### config.mk
export PLATFORM = sky130hd
export DESIGN_NAME = public_axi_rd_responder_flat
export DESIGN_NICKNAME = d
export VERILOG_FILES = /design/src/rtl/public_axi_rd_responder_pkg.sv /design/src/rtl/public_axi_rd_responder_if.sv /design/src/rtl/public_axi_burst_addr_gen.sv /design/src/rtl/public_axi_rd_responder.sv /design/src/flat_wrapper.sv
export SDC_FILE = /design/constraint.sdc
export NUM_CORES = 1
export LEC_CHECK = 0
export ABC_AREA = 0
export CAP_MARGIN = 10
export CELL_PAD_IN_SITES_DETAIL_PLACEMENT = 1
export CELL_PAD_IN_SITES_GLOBAL_PLACEMENT = 1
export CORE_MARGIN = 1.5
export CORE_UTILIZATION = 40
export CTS_CLUSTER_SIZE = 12
export DETAILED_ROUTE_END_ITERATION = 8
export GPL_ROUTABILITY_DRIVEN = 0
export MAX_ROUTING_LAYER = met4
export PLACE_DENSITY_LB_ADDON = 0.1
export SLEW_MARGIN = 15
export SYNTH_ARGS = -nofsm -noshare
export SYNTH_HDL_FRONTEND = slang
export SYNTH_HIERARCHICAL = 1
export SYNTH_SLANG_ARGS = --single-unit
### constraint.sdc
create_clock -name clk -period 16.95 [get_ports clk]
set_clock_uncertainty 0.2 [all_clocks]
set_input_delay 1.695 -clock clk [delete_from_list [all_inputs] [get_ports clk]]
set_output_delay 1.695 -clock clk [all_outputs]
set_load 0.02 [all_outputs]
### src/rtl/public_axi_rd_responder_pkg.sv
// Shared types and encodings for the AXI4 read-channel responder.
package public_axi_rd_responder_pkg;

  typedef enum logic [1:0] {
    StIdle,
    StDelay,
    StFetch,
    StResp
  } state_e;

  typedef enum logic [1:0] {
    BurstFixed = 2'b00,
    BurstIncr  = 2'b01,
    BurstWrap  = 2'b10,
    BurstRsvd  = 2'b11
  } burst_e;

  localparam logic [1:0] RespOkay   = 2'b00;
  localparam logic [1:0] RespSlverr = 2'b10;

endpackage

### src/rtl/public_axi_rd_responder_if.sv
// AR/R channel plus the SRAM read port of the read responder.
interface public_axi_rd_responder_if #(
  parameter int unsigned MEM_AW = 24
) ();

  logic              axi_arvalid;
  logic              axi_arready;
  logic [31:0]       axi_araddr;
  logic [3:0]        axi_arid;
  logic [7:0]        axi_arlen;
  logic [2:0]        axi_arsize;
  logic [1:0]        axi_arburst;
  logic              axi_rvalid;
  logic              axi_rready;
  logic [63:0]       axi_rdata;
  logic [1:0]        axi_rresp;
  logic              axi_rlast;
  logic [3:0]        axi_rid;
  logic              sram_ren;
  logic [MEM_AW-1:0] sram_addr;
  logic [63:0]       sram_rdata;

  modport slave (
    input  axi_arvalid, axi_araddr, axi_arid, axi_arlen, axi_arsize, axi_arburst,
    input  axi_rready, sram_rdata,
    output axi_arready, axi_rvalid, axi_rdata, axi_rresp, axi_rlast, axi_rid,
    output sram_ren, sram_addr
  );

  modport master (
    output axi_arvalid, axi_araddr, axi_arid, axi_arlen, axi_arsize, axi_arburst,
    output axi_rready, sram_rdata,
    input  axi_arready, axi_rvalid, axi_rdata, axi_rresp, axi_rlast, axi_rid,
    input  sram_ren, sram_addr
  );

endinterface

### src/rtl/public_axi_burst_addr_gen.sv
// Next-beat address for FIXED/INCR/WRAP bursts and burst-format error detection.
module public_axi_burst_addr_gen
  import public_axi_rd_responder_pkg::*;
(
  input  logic [31:0] addr,
  input  logic [2:0]  size,
  input  logic [7:0]  len,
  input  logic [1:0]  burst,
  output logic [31:0] next_addr,
  output logic        err_fmt
);

  logic [31:0] step;
  logic [31:0] span;
  logic [31:0] low;
  logic [31:0] incr;

  always_comb begin
    step = 32'd1 << size;
    span = (32'(len) + 32'd1) << size;
    low  = addr & ~(span - 32'd1);
    incr = addr + step;
    case (burst)
      BurstFixed: next_addr = addr;
      BurstIncr:  next_addr = incr;
      BurstWrap:  next_addr = (incr == low + span) ? low : incr;
      default:    next_addr = addr;
    endcase
    err_fmt = (burst == BurstRsvd) || (size > 3'd3) ||
              ((burst == BurstWrap) && !(len inside {8'd1, 8'd3, 8'd7, 8'd15}));
  end

endmodule

### src/rtl/public_axi_rd_responder.sv
// AXI4 read responder backed by a 1-cycle-latency synchronous SRAM.
module public_axi_rd_responder
  import public_axi_rd_responder_pkg::*;
#(
  parameter logic [31:0] BASE_ADDR = 32'h8000_0000,
  parameter logic [31:0] MEM_BYTES = 32'h0800_0000,
  parameter int unsigned MEM_AW    = 24,
  parameter int unsigned RD_DELAY  = 0
) (
  input logic                        clk,
  input logic                        rst,
  public_axi_rd_responder_if.slave   bus
);

  state_e      state_q, state_d;
  logic [31:0] addr_q, addr_d;
  logic [3:0]  id_q, id_d;
  logic [7:0]  len_q, len_d;
  logic [2:0]  size_q, size_d;
  logic [1:0]  burst_q, burst_d;
  logic [7:0]  beat_q, beat_d;
  logic [7:0]  dly_q, dly_d;
  logic        err_q, err_d;

  logic [31:0] next_addr;
  logic        err_fmt;
  logic [31:0] offset;
  logic        in_window;
  logic        err_beat;

  public_axi_burst_addr_gen u_addr_gen (
    .addr      (addr_q),
    .size      (size_q),
    .len       (len_q),
    .burst     (burst_q),
    .next_addr (next_addr),
    .err_fmt   (err_fmt)
  );

  // Offset compare stays correct even if BASE_ADDR + MEM_BYTES overflows 32 bits.
  assign offset    = addr_q - BASE_ADDR;
  assign in_window = (addr_q >= BASE_ADDR) && (offset < MEM_BYTES);
  assign err_beat  = !in_window || err_fmt;

  always_ff @(posedge clk) begin
    if (rst) begin
      state_q <= StIdle;
      addr_q  <= '0;
      id_q    <= '0;
      len_q   <= '0;
      size_q  <= '0;
      burst_q <= '0;
      beat_q  <= '0;
      dly_q   <= '0;
      err_q   <= 1'b0;
    end else begin
      state_q <= state_d;
      addr_q  <= addr_d;
      id_q    <= id_d;
      len_q   <= len_d;
      size_q  <= size_d;
      burst_q <= burst_d;
      beat_q  <= beat_d;
      dly_q   <= dly_d;
      err_q   <= err_d;
    end
  end

  always_comb begin
    state_d = state_q;
    addr_d  = addr_q;
    id_d    = id_q;
    len_d   = len_q;
    size_d  = size_q;
    burst_d = burst_q;
    beat_d  = beat_q;
    dly_d   = dly_q;
    err_d   = err_q;

    bus.axi_arready = 1'b0;
    bus.axi_rvalid  = 1'b0;
    bus.axi_rdata   = '0;
    bus.axi_rresp   = RespOkay;
    bus.axi_rlast   = 1'b0;
    bus.axi_rid     = id_q;
    bus.sram_ren    = 1'b0;
    bus.sram_addr   = '0;

    unique case (state_q)
      StIdle: begin
        bus.axi_arready = 1'b1;
        if (bus.axi_arvalid) begin
          addr_d  = bus.axi_araddr;
          id_d    = bus.axi_arid;
          len_d   = bus.axi_arlen;
          size_d  = bus.axi_arsize;
          burst_d = bus.axi_arburst;
          beat_d  = bus.axi_arlen;
          dly_d   = 8'(RD_DELAY);
          state_d = (RD_DELAY > 0) ? StDelay : StFetch;
        end
      end
      StDelay: begin
        dly_d = dly_q - 8'd1;
        if (dly_q <= 8'd1) state_d = StFetch;
      end
      StFetch: begin
        err_d = err_beat;
        if (!err_beat) begin
          bus.sram_ren  = 1'b1;
          bus.sram_addr = offset[3 +: MEM_AW];
        end
        state_d = StResp;
      end
      StResp: begin
        // sram_rdata is held by the SRAM until the next read, so R stays stable under stall.
        bus.axi_rvalid = 1'b1;
        bus.axi_rdata  = err_q ? 64'd0 : bus.sram_rdata;
        bus.axi_rresp  = err_q ? RespSlverr : RespOkay;
        bus.axi_rlast  = (beat_q == 8'd0);
        if (bus.axi_rready) begin
          if (beat_q == 8'd0) begin
            state_d = StIdle;
          end else begin
            addr_d  = next_addr;
            beat_d  = beat_q - 8'd1;
            state_d = StFetch;
          end
        end
      end
      default: state_d = StIdle;
    endcase
  end

endmodule

### src/flat_wrapper.sv
// flat-port wrapper written by rule: the top's interface ports become plain ports
module public_axi_rd_responder_flat import public_axi_rd_responder_pkg::*;
#(
  parameter logic [31:0] BASE_ADDR = 32'h8000_0000,
  parameter logic [31:0] MEM_BYTES = 32'h0800_0000,
  parameter int unsigned MEM_AW    = 24,
  parameter int unsigned RD_DELAY  = 0
)
  (clk, rst, bus_axi_arvalid, bus_axi_araddr, bus_axi_arid, bus_axi_arlen, bus_axi_arsize, bus_axi_arburst, bus_axi_rready, bus_sram_rdata, bus_axi_arready, bus_axi_rvalid, bus_axi_rdata, bus_axi_rresp, bus_axi_rlast, bus_axi_rid, bus_sram_ren, bus_sram_addr);
  public_axi_rd_responder_if #(.MEM_AW(MEM_AW)) bus_i ();
  input logic clk;
  input logic rst;
  input wire logic [$bits(bus_i.axi_arvalid)-1:0] bus_axi_arvalid;
  input wire logic [$bits(bus_i.axi_araddr)-1:0] bus_axi_araddr;
  input wire logic [$bits(bus_i.axi_arid)-1:0] bus_axi_arid;
  input wire logic [$bits(bus_i.axi_arlen)-1:0] bus_axi_arlen;
  input wire logic [$bits(bus_i.axi_arsize)-1:0] bus_axi_arsize;
  input wire logic [$bits(bus_i.axi_arburst)-1:0] bus_axi_arburst;
  input wire logic [$bits(bus_i.axi_rready)-1:0] bus_axi_rready;
  input wire logic [$bits(bus_i.sram_rdata)-1:0] bus_sram_rdata;
  output wire logic [$bits(bus_i.axi_arready)-1:0] bus_axi_arready;
  output wire logic [$bits(bus_i.axi_rvalid)-1:0] bus_axi_rvalid;
  output wire logic [$bits(bus_i.axi_rdata)-1:0] bus_axi_rdata;
  output wire logic [$bits(bus_i.axi_rresp)-1:0] bus_axi_rresp;
  output wire logic [$bits(bus_i.axi_rlast)-1:0] bus_axi_rlast;
  output wire logic [$bits(bus_i.axi_rid)-1:0] bus_axi_rid;
  output wire logic [$bits(bus_i.sram_ren)-1:0] bus_sram_ren;
  output wire logic [$bits(bus_i.sram_addr)-1:0] bus_sram_addr;
  assign bus_i.axi_arvalid = bus_axi_arvalid;
  assign bus_i.axi_araddr = bus_axi_araddr;
  assign bus_i.axi_arid = bus_axi_arid;
  assign bus_i.axi_arlen = bus_axi_arlen;
  assign bus_i.axi_arsize = bus_axi_arsize;
  assign bus_i.axi_arburst = bus_axi_arburst;
  assign bus_i.axi_rready = bus_axi_rready;
  assign bus_i.sram_rdata = bus_sram_rdata;
  assign bus_axi_arready = bus_i.axi_arready;
  assign bus_axi_rvalid = bus_i.axi_rvalid;
  assign bus_axi_rdata = bus_i.axi_rdata;
  assign bus_axi_rresp = bus_i.axi_rresp;
  assign bus_axi_rlast = bus_i.axi_rlast;
  assign bus_axi_rid = bus_i.axi_rid;
  assign bus_sram_ren = bus_i.sram_ren;
  assign bus_sram_addr = bus_i.sram_addr;
  public_axi_rd_responder #(.BASE_ADDR(BASE_ADDR), .MEM_BYTES(MEM_BYTES), .MEM_AW(MEM_AW), .RD_DELAY(RD_DELAY)) u_core (.clk(clk), .rst(rst), .bus(bus_i));
endmodule
**Run 1: where the registers sit**

Other sequential cells in the stronger grey, the rest of the logic in the fainter grey.
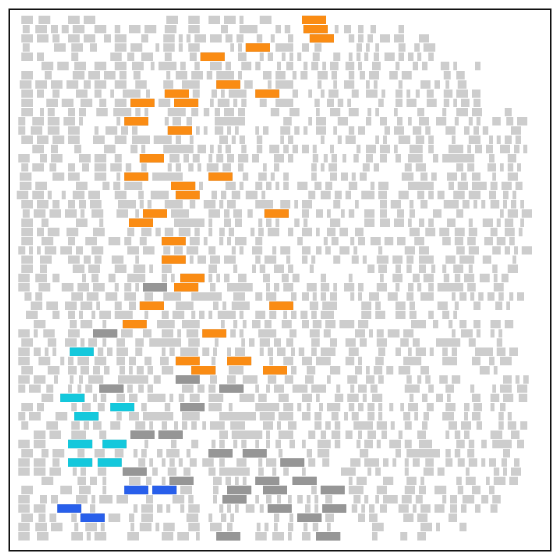
legend:
  u_core/bus.axi_rid:
    colour: blue
    flops: 4
    where: lower left
  u_core/dly_q:
    colour: cyan
    flops: 8
    where: lower left
  u_core/addr_q:
    colour: orange
    flops: 32
not coloured: 24

**Run 1: signal wires on met2**

Scale bar: 50 um.
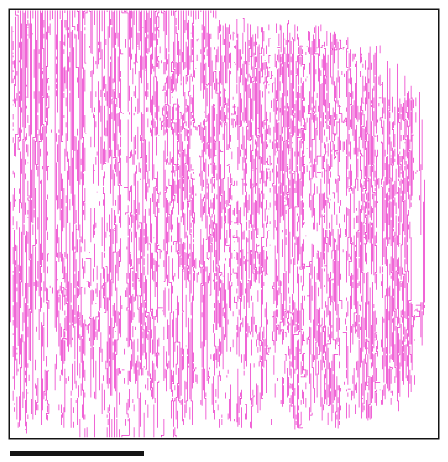
main direction: vertical
wire length on this layer: 22.5 mm

==> results.toml, run 1 <==
# synthesis and place-and-route metrics
[logic_synthesis]
topCellsByArea = "dfxtp_1 (14%), nand2_1 (7.8%), and3_1 (4.8%)"
synth_top_area_share_pct = 13.9
ys_seq_share_pct = 13.9
yosys_cells = 1407
synthMostInstantiatedCell = "nand2_1"
flop_cell = "dfxtp_1"
fp_nets = 1549
synth_flops = 68
common_cells = "nand2_1 (202), a21oi_1 (93), nor2_1 (90)"
synth-edff-count = 0
yosys-stat-area_sq_um = 9770
yosysWarnings = 6
syn_avg_cell_area_sq_um = 6.95
yosysTopAreaCell = "dfxtp_1"
async_flop_share_pct = 0
syn-cell-area_sq_um = 9770
synth_cell_types = 99
syn_inst = 1407

[setup_path]
crit_fanout = 19
timing.critical_path.arrival_ns = 8.71
worstSetupStartpointType = "flop"
cp_data_required_time_ns = 16.94
crit_chain = "ha_1 -> xnor2_1 -> o32a_1 -> nand3b_1 -> o31ai_1 -> nand4_1 -> nor3_1 -> and2_1 -> ha_1 -> and2_1 -> ha_1 -> inv_1 -> a311oi_1 -> and2_1 -> a221oi_4 -> nor4b_1 -> o211ai_1 -> nor4_4 -> a31o_2 -> or2_2 -> o221ai_1 -> nand2_1 -> a311oi_2"
critPathKind = "reg -> reg"
crit_slowest_cell = "nor4_4"
cpPeakStageDelay_ns = 0.79
path_buffers = 1
critPathTopFamily = "simple AND/OR/NAND/NOR gates"
cp-end-kind = "flop"

[clock_tree]
cts_setup_buffers = 0
cts.sinks = 68
worstSkewPairLatency_ns = 0.34
htreeDepth = 3
cts_resized = 0
cts-buffers-inserted = 9
clkTransAtPathRegs_ns = 0.07
clockBufferDepth = 2
cts_tree = "built"
cts_root_buf = "clkbuf_16"
ctsHoldBuffers = 0

[global_route]
grt.busiest_layer = "met2"
grt_pass1_wl_um = 73500
grt_max_degree = 85
gr-total-overflow = 0
grt_pass1_vias = 12100
grtUsageMet3_pct = 4.92
met1_usage_pct = 49.9
antenna_found_initial = 10
met2_usage_pct = 60.4

[floorplanning]
fp_util_pct = 40.4
die_area_sq_um = 25400
num_io_pins = 215
die_w_um = 159
die_h_um = 159
coreArea_sq_um = 24200
rows = 57

[route]
viasPerCell = 6.54
drtPass1Iterations = 5
post-route-drc-count = 0
antenna_left = 0
drt_iter0_markers = 1146
wl_um = 48300

[timing]
timing_hold_violations_final = 0
fin_ws_ns = 8.23
worst_pin_slew_ns = 1.02
slew-limit-headroom_pct = 31.6
setup_tns_ns = 0
min_period_ns = 8.72
period_used_pct = 51.5
drv_slew = 0
setup_viol = 0
fmaxAchievable_ghz = 0.115
rsz0062_at_grt = "no"

[power_and_ir_drop]
powerDensity_nw_per_um2 = 102
peakVddDrop_v = 0.0000603
leakage_nw = 4.51

[cells_and_area]
drive_gt1_share_pct = 7.70
area_growth_pct = 25.4
fin_util_pct = 50.7
fin_area_sq_um = 12300
final_nets = 1682

[place]
dpl_cell_area_sq_um = 11900
port_buffers = 213
dp_hpwl_um = 36900
post-place-ws_ns = 8.49

[job]
tool_warnings = 32
drv_cap = 0

[outcome]
status = "finished clean"

[worst_hold_path]
holdCritPathClass = "reg -> reg"
**Run 1: routed metal, one colour a layer**

Two of the layers only.
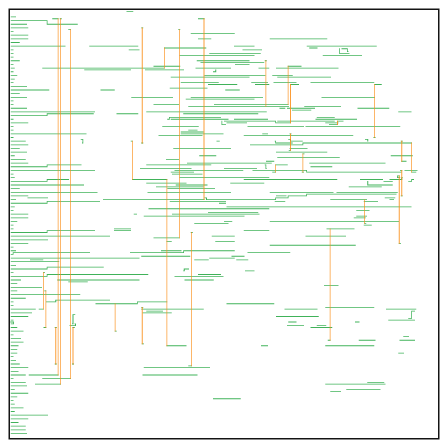
legend:
  met4:
    colour: orange
    wire_length: 983 um
  met3:
    colour: green
    wire_length: 3880 um
WL/cell: 25.8 um
via count: 12300
Total GRT Usage: 37.8%

**Run 1: cell placement**

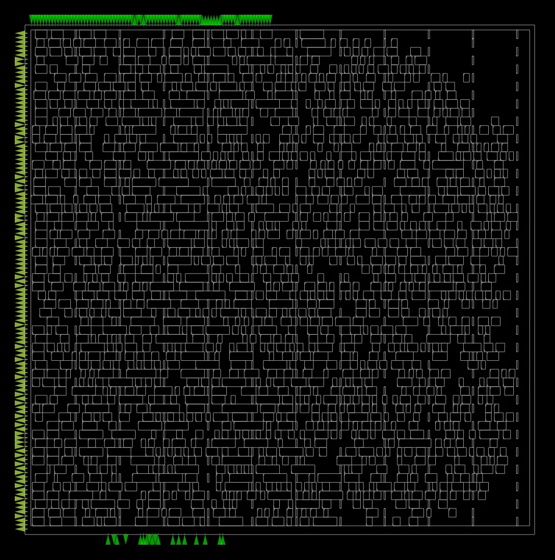
non-filler instance count after layout: 1874
Fillers: 3048

run 1: final cells by class:
type,count,area [sq um],area share (%)
tap,324,405,3.31
clock inverter,7,76.3,0.622
sequential,68,1360,11.1
timing repair buffer,231,2260,18.4
inverter,47,176,1.44
multi-input combinational,1183,7740,63.1
antenna,5,12.5,0.102
clock buffer,9,225,1.84
run 1: state kept, by name, summed over array words and instances (netlist names):
signal and cells:
u_core/bus.axi_rid 4, u_core/burst_q 2, u_core/len_q 8, u_core/beat_q 8, u_core/size_q 3, u_core/dly_q 8, u_core/err_q 1, u_core/addr_q 32
u_core/state_q 2
run 1: cells by family after synthesis:
kind of cell,synth area share [%]
buffers and inverters,7.01
multiplexers,1.46
other,0.0384
AND/OR/NAND/NOR,36.6
flip-flops,13.9
AND-OR/OR-AND,31.8
XOR/XNOR,5.81
adder cells (fa/ha/maj),3.28
run 1: metal layers:
layer / vias to the layer above / share of wire (%)
li1: 5528 / -
met1: 6076 / 43
met2: 588 / 47
met3: 63 / 8.0
met4: 0 / 2.0
met5: - / 0
run 1: path summary, 6_finish.rpt:
check	slack [ns]	endpoint	depth (start not counted)	startpoint
worst max-delay path	8.23	u_core/addr_q[0]	23	u_core/len_q[0]
worst min-delay path	0.26	u_core/bus.axi_rid[1]	2	u_core/bus.axi_rid[1]
worst max register to register	8.23	u_core/addr_q[0]	23	u_core/len_q[0]
worst min register to register	0.26	u_core/bus.axi_rid[1]	2	u_core/bus.axi_rid[1]
run 1: power by group:
group	leakage, nW	internal, mW	switching, mW	total [mW]
clock	0.142	0.115	0.0799	0.195
sequential	0.559	0.196	0.0858	0.282
combinational	3.81	0.289	0.488	0.778
run 1: worst register-to-register path: cells and delay by family, from the launching register on:
kind	cells	cell delay [ns]
AOI/OAI and AO/OA	8	2.55
xor gates and xnor gates	1	0.23
adders and majority gates	3	1.03
buffers and inverters	1	0.09
DFF	1	0.70
and+or+nand+nor	10	3.77
run 1: placed cells by master, fill, tap and decap left out, types with 13 or more instances in the layout:
master and count:
nor4_1 27, nand2b_1 15, a21oi_1 93, a21o_1 16
clkdlybuf4s50_1 212, ha_1 24, and2_1 40, o21ai_0 43
nand3_1 49, nand2_1 202, xor2_1 16, dfxtp_1 68
a31oi_1 18, buf_4 18, xnor2_1 47, a211oi_1 18
nor2_1 90, a311oi_2 29, nand4_1 25, o31ai_1 13
or3_1 16, inv_1 45, and3_1 75, nor3_1 55
run 1: through the flow:
stage / hold WS [ns] / total power, mW / cells
CTS: 0.266 / 1.23 / 1869
finish: 0.258 / 1.25 / 1874
global route: 0.284 / 1.32 / 1874
global placement: 0.243 / 1.02 / 1853
detailed placement: 0.258 / 1.03 / 1853
floorplan: 0.233 / 0.790 / 1407
**Run 1: port wiring**

Scale bar: 50 um.
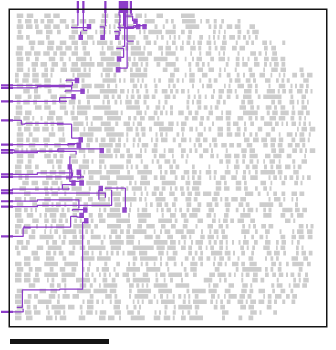

==> run 2: changes to the inputs <==
CORE_UTILIZATION = 37   (was 40)
clock period = 8.54 ns   (was 16.95 ns; I/O delays follow)
**Run 2: port wiring**

Scale bar: 50 um.
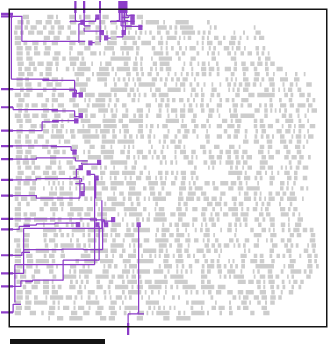
legend:
  bus_sram_addr:
    colour: purple
    direction: output
    end_cells: 24
    buffers: 24
    wire: 1160 um
I/O Buffers: 213
Boundary Pins: 215

==> run 2 against run 1 <==
Count of clock-buffer cells in the layout up 1. First-iteration DRC count up 0.61%. Register-to-register slack worse by 7.7 ns. Global-route usage down 2.3 points. Non-clock buffer count up 7. Design area up 0.58%. Sequential share of layout area down 0.054 points. Largest power group unchanged.
==> results.toml, run 2 <==
# synthesis and place-and-route metrics
[timing]
min_period_ns = 8.06
fmaxAchievable_ghz = 0.124
rsz0062_at_grt = "no"
worst_pin_slew_ns = 0.960
drv_slew = 0
slew-limit-headroom_pct = 35.5

[logic_synthesis]
yosysWarnings = 6
synth_flops = 68
simple_gate_share_pct = 36.6
syn_avg_cell_area_sq_um = 6.95
ys_seq_share_pct = 13.9
mux_share_pct = 1.46
flop_cell = "dfxtp_1"
syn-cell-area_sq_um = 9770
synth-xor-area-share_pct = 5.81
syn_inst = 1407
common_cells = "nand2_1 (202), a21oi_1 (93), nor2_1 (90)"
synth-edff-count = 0
yosysTopAreaCell = "dfxtp_1"
topCellsByArea = "dfxtp_1 (14%), nand2_1 (7.8%), and3_1 (4.8%)"
aoi_share_pct = 31.8
yosys-stat-area_sq_um = 9770
fa_ha_area_share_pct = 3.28
fp_nets = 1549
yosys_cells = 1407
synthMostInstantiatedCell = "nand2_1"
async_flop_share_pct = 0
synth_top_area_share_pct = 13.9

[place]
post-place-cells = 1871
dp_hpwl_um = 37500

[power_and_ir_drop]
seqPwrFrac_pct = 22.6
p_sw_mw = 1.31
clkPwrFrac_pct = 15.6
leakage_nw = 4.55
p_comb_share_pct = 61.8
intPower_mw = 1.21
p_sw_share_pct = 52.0
power.total_mw = 2.51

[setup_path]
worstSetupStartpointType = "flop"
cp_data_required_time_ns = 8.58
timing.critical_path.arrival_ns = 8.10
regToRegSetupSlack_ns = 0.48
crit_fanout = 19

[cells_and_area]
final_cells = 1891
final_nets = 1689
area_growth_pct = 26.2
largest_reg_flops = 32
top_register = "u_core/addr_q"
layout_top_cells = "clkdlybuf4s50_1 (212), nand2_1 (202), a21oi_1 (93)"
lay_top_count = "clkdlybuf4s50_1"

[clock_tree]
cts_tree = "built"
clockBufferDepth = 2
cts.sinks = 68
cts_root_buf = "clkbuf_16"
ctsHoldBuffers = 0
cts-buffers-inserted = 9

[route]
num_vias = 12100
wire_per_inst_um = 25.7
viasPerCell = 6.41
post-route-drc-count = 0
antenna_left = 0
drt_iter0_markers = 1153
drtPass1Iterations = 5

[worst_hold_path]
holdCritPathClass = "reg -> reg"

[floorplanning]
die_area_sq_um = 27400
die_h_um = 166
rows = 59
fp_util_pct = 37.6
coreArea_sq_um = 26000
die_w_um = 166

[global_route]
antenna_found_initial = 3
grt_util_all_layers_pct = 35.5
gr-total-overflow = 0
grt_pass1_vias = 12000

[job]
tool_warnings = 32
drv_cap = 0

[outcome]
status = "finished clean"
## run 2: per-stage QoR
step	utilization [%]	cell area [sq um]	setup WS, ns
after floorplan	-	9770	1.71
after global placement	46.2	12000	0.710
after detailed placement	46.2	12000	0.622
after CTS	47.4	12300	0.547
after global routing	47.5	12300	0.0309
final	47.5	12300	0.482
## run 2: what timing repair did
item / 4_1_cts / 5_1_grt
endpoints found under the hold margin: 0 / 0
setup endpoints to repair: 0 / 5
resized: 0 / 2
buffers inserted: 0 / 0
## run 2: path summary, 6_finish.rpt
| check | startpoint | endpoint | cells past startpoint |
|---|---|---|---|
| worst min-delay path | u_core/bus.axi_rid[1] | u_core/bus.axi_rid[1] | 2 |
| worst max-delay path | u_core/len_q[0] | u_core/addr_q[10] | 23 |
| worst min register to register | u_core/bus.axi_rid[1] | u_core/bus.axi_rid[1] | 2 |
| worst max register to register | u_core/len_q[0] | u_core/addr_q[10] | 23 |
## run 2: final cells by class
| type | instances | area [sq um] | area share, % |
|---|---|---|---|
| Inverter | 47 | 176 | 1.43 |
| Timing Repair Buffer | 238 | 2310 | 18.8 |
| Clock inverter | 6 | 63.8 | 0.517 |
| Sequential cell | 68 | 1360 | 11.0 |
| Clock buffer | 10 | 239 | 1.94 |
| Antenna cell | 4 | 10.0 | 0.0812 |
| Multi-Input combinational cell | 1183 | 7750 | 62.8 |
| Tap cell | 335 | 419 | 3.40 |
## run 2: per-layer routing
layer	vias to the layer above	share of wire [%]	wire length (um)	global-route usage, %
met5	-	0	0	-
met3	60	7.0	3380	5.14
met4	0	2.4	1140	10.7
li1	5549	-	-	-
met2	523	47	22600	56.2
met1	5987	44	21400	46.6
## run 2: logic make-up after synthesis
| kind of cell | count (synthesis) |
|---|---|
| buffers and inverters | 156 |
| muxes | 14 |
| xor gates and xnor gates | 64 |
| adders and majority gates | 25 |
| DFF | 68 |
| other | 1 |
| and+or+nand+nor | 680 |
| AOI/OAI and AO/OA | 399 |
## run 2: power groups by stage
stage | sequential, mW | combinational, mW | clock, mW
after floorplan | 0.460 | 1.11 | 0
after global placement | 0.564 | 1.48 | 0
after detailed placement | 0.568 | 1.51 | 0
after CTS | 0.562 | 1.52 | 0.395
after global routing | 0.582 | 1.66 | 0.410
final | 0.568 | 1.55 | 0.392
## run 2: critical path, cell delays in order, from the launching register on
cell	delay, ns
dfxtp_1	0.71
ha_1	0.41
nand3_1	0.21
o21ai_1	0.34
a21boi_0	0.19
a211oi_1	0.51
nand3_1	0.28
nor3_1	0.53
and2_1	0.21
ha_1	0.22
and2_1	0.21
ha_1	0.42
inv_1	0.08
a311oi_1	0.62
and2_1	0.33
a221oi_4	0.11
nor4b_1	0.45
o211ai_1	0.18
nor4_4	0.53
nand2_1	0.38
mux2i_1	0.24
o31ai_1	0.24
nand2_1	0.10
a311oi_2	0.25
**Run 2: signal wires on met2**

Scale bar: 50 um.
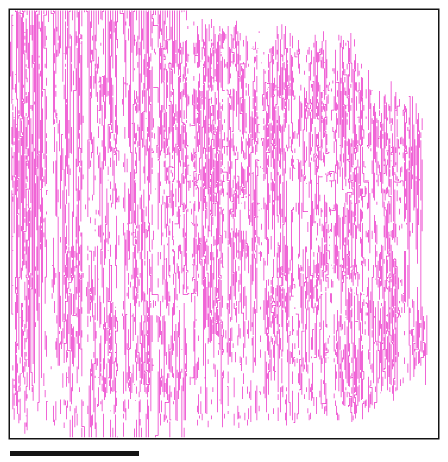

==> run 3: changes to the inputs <==
CORE_UTILIZATION = 40   (was 37)
SLEW_MARGIN = 40   (was 15)
clock period = 9.85 ns   (was 8.54 ns; I/O delays follow)
**Run 3: signal wires on met2**

Scale bar: 50 um.
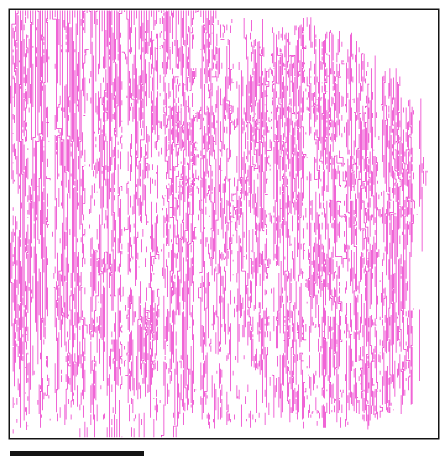
share of all routed wire: 46%
longest straight run: 113 um

==> run 3 against run 2 <==
First-iteration DRC count rose by 23%. Sequential cell count did not move. Register-to-register slack improved by 0.88 ns.
==> results.toml, run 3 <==
# synthesis and place-and-route metrics
[place]
port_buffers = 213
dp_hpwl_um = 36900

[logic_synthesis]
synth_cell_types = 99
yosys-stat-area_sq_um = 9770
syn-cell-area_sq_um = 9770
async_flop_share_pct = 0
ys_seq_share_pct = 13.9
yosysTopAreaCell = "dfxtp_1"
topCellsByArea = "dfxtp_1 (14%), nand2_1 (7.8%), and3_1 (4.8%)"
yosys_cells = 1407
synth-edff-count = 0
synth_top_area_share_pct = 13.9
yosysWarnings = 6
syn_inst = 1407
fp_nets = 1549
flop_cell = "dfxtp_1"
syn_avg_cell_area_sq_um = 6.95
common_cells = "nand2_1 (202), a21oi_1 (93), nor2_1 (90)"
synthMostInstantiatedCell = "nand2_1"
synth_flops = 68

[setup_path]
critPathTopFamily = "simple AND/OR/NAND/NOR gates"
cp-end-kind = "flop"
path_buffers = 1
critPathKind = "reg -> reg"
cp_data_required_time_ns = 9.90
timing.critical_path.arrival_ns = 8.54
crit_slowest_cell = "and4bb_1"
crit_chain = "ha_1 -> xnor2_1 -> o32a_1 -> nand3b_1 -> o31ai_1 -> nand4_1 -> nor3_1 -> and2_1 -> ha_1 -> and2_1 -> ha_1 -> inv_1 -> a311oi_1 -> and2_1 -> a221oi_4 -> o21ai_0 -> nand2b_1 -> or4b_1 -> and4bb_1 -> nand4_1 -> a31oi_1 -> nand2_1 -> a311oi_2"
regToRegSetupSlack_ns = 1.36
worstSetupStartpointType = "flop"
crit_fanout = 19
cpPeakStageDelay_ns = 0.75

[clock_tree]
htreeDepth = 3
cts_tree = "built"
cts_setup_buffers = 0
clockBufferDepth = 2
cts.sinks = 68
ctsHoldBuffers = 0
cts_root_buf = "clkbuf_16"
cts-buffers-inserted = 9
cts_resized = 0
worstSkewPairLatency_ns = 0.34
clkTransAtPathRegs_ns = 0.06

[route]
antenna_left = 0
viasPerCell = 6.52
wl_um = 47700
drt_iter0_markers = 1416
drtPass1Iterations = 6
num_vias = 12200
wire_per_inst_um = 25.4
post-route-drc-count = 0

[cells_and_area]
drive_gt1_share_pct = 8.01
fillers = 3092
top_register = "u_core/addr_q"
fin_util_pct = 50.9
lay_top_count = "clkdlybuf4s50_1"
final_nets = 1685
layout_top_cells = "clkdlybuf4s50_1 (212), nand2_1 (202), a21oi_1 (93)"
largest_reg_flops = 32
area_growth_pct = 25.8

[floorplanning]
fp_util_pct = 40.4
die_w_um = 159
die_h_um = 159
num_io_pins = 215
die_area_sq_um = 25400
coreArea_sq_um = 24200
rows = 57

[timing]
min_period_ns = 8.49
setup_tns_ns = 0
worst_pin_slew_ns = 0.860
setup_viol = 0
fmaxAchievable_ghz = 0.118
rsz0062_at_grt = "no"
drv_slew = 0
period_used_pct = 86.2
timing_hold_violations_final = 0
slew-limit-headroom_pct = 42.4

[power_and_ir_drop]
powerDensity_nw_per_um2 = 176
peakVddDrop_v = 0.000102
leakage_nw = 4.52

[outcome]
status = "finished clean"

[job]
tool_warnings = 32
drv_cap = 0

[global_route]
gr-total-overflow = 0
grt_max_degree = 85
antenna_found_initial = 8
grt_pass1_vias = 11900
grt_util_all_layers_pct = 37.4
grt_pass1_wl_um = 72600

[worst_hold_path]
holdCritPathClass = "reg -> reg"
run 3: final timing paths:
| check | depth (start not counted) | start | end |
|---|---|---|---|
| min reg2reg | 2 | u_core/bus.axi_rid[1] | u_core/bus.axi_rid[1] |
| max reg2reg | 23 | u_core/len_q[0] | u_core/addr_q[3] |
| max | 23 | u_core/len_q[0] | u_core/addr_q[3] |
| min | 2 | u_core/bus.axi_rid[1] | u_core/bus.axi_rid[1] |
run 3: area by class of cell:
| cell class | count | area [sq um] | share of cell area [%] |
|---|---|---|---|
| Tap cell | 324 | 405 | 3.30 |
| Timing Repair Buffer | 234 | 2280 | 18.6 |
| Inverter | 47 | 176 | 1.43 |
| Multi-Input combinational cell | 1183 | 7750 | 63.1 |
| Antenna cell | 5 | 12.5 | 0.102 |
| Sequential cell | 68 | 1360 | 11.1 |
| Clock buffer | 9 | 225 | 1.83 |
| Clock inverter | 7 | 75.1 | 0.611 |
run 3: through the flow:
step	std cells	setup slack [ns]	cell area, sq um	total power [mW]	hold WS [ns]
CTS	1872	1.62	12300	2.13	0.256
floorplan	1407	3.02	9770	1.36	0.233
global route	1877	0.933	12300	2.28	0.285
finish	1877	1.36	12300	2.16	0.255
detailed placement	1856	1.70	12000	1.78	0.247
global placement	1854	1.80	12000	1.75	0.243
run 3: tightest hold or removal path: stages (launching register included):
cell	delay [ns]
dfxtp_1	0.31
nand2_1	0.05
a21oi_1	0.05
run 3: power by group:
part / switching (mW) / internal [mW]
Clock: 0.140 / 0.197
Combinational: 0.832 / 0.501
Sequential: 0.155 / 0.337
run 3: kinds of logic (layout without fill, tap and decap cells):
| family | after synthesis | count (layout) | share of synthesized area [%] |
|---|---|---|---|
| simple gates | 680 | 680 | 36.6 |
| compound gates | 399 | 399 | 31.8 |
| buf+inv | 156 | 297 | 7.01 |
| flops | 68 | 68 | 13.9 |
| xor+xnor | 64 | 64 | 5.81 |
| fa+ha+maj | 25 | 25 | 3.28 |
| mux | 14 | 14 | 1.46 |
| other cells | 1 | 6 | 0.0384 |
run 3: layer usage:
layer	share of wire [%]	vias to the layer above	wire, um	global-route usage, %
li1	-	5530	-	-
met1	44	6074	21100	49.9
met2	46	583	22100	59.6
met3	7.5	60	3570	4.53
met4	2.1	0	1010	9.82
met5	0	-	0	-
No activity file was given, so power comes from the tool's default toggle rates.
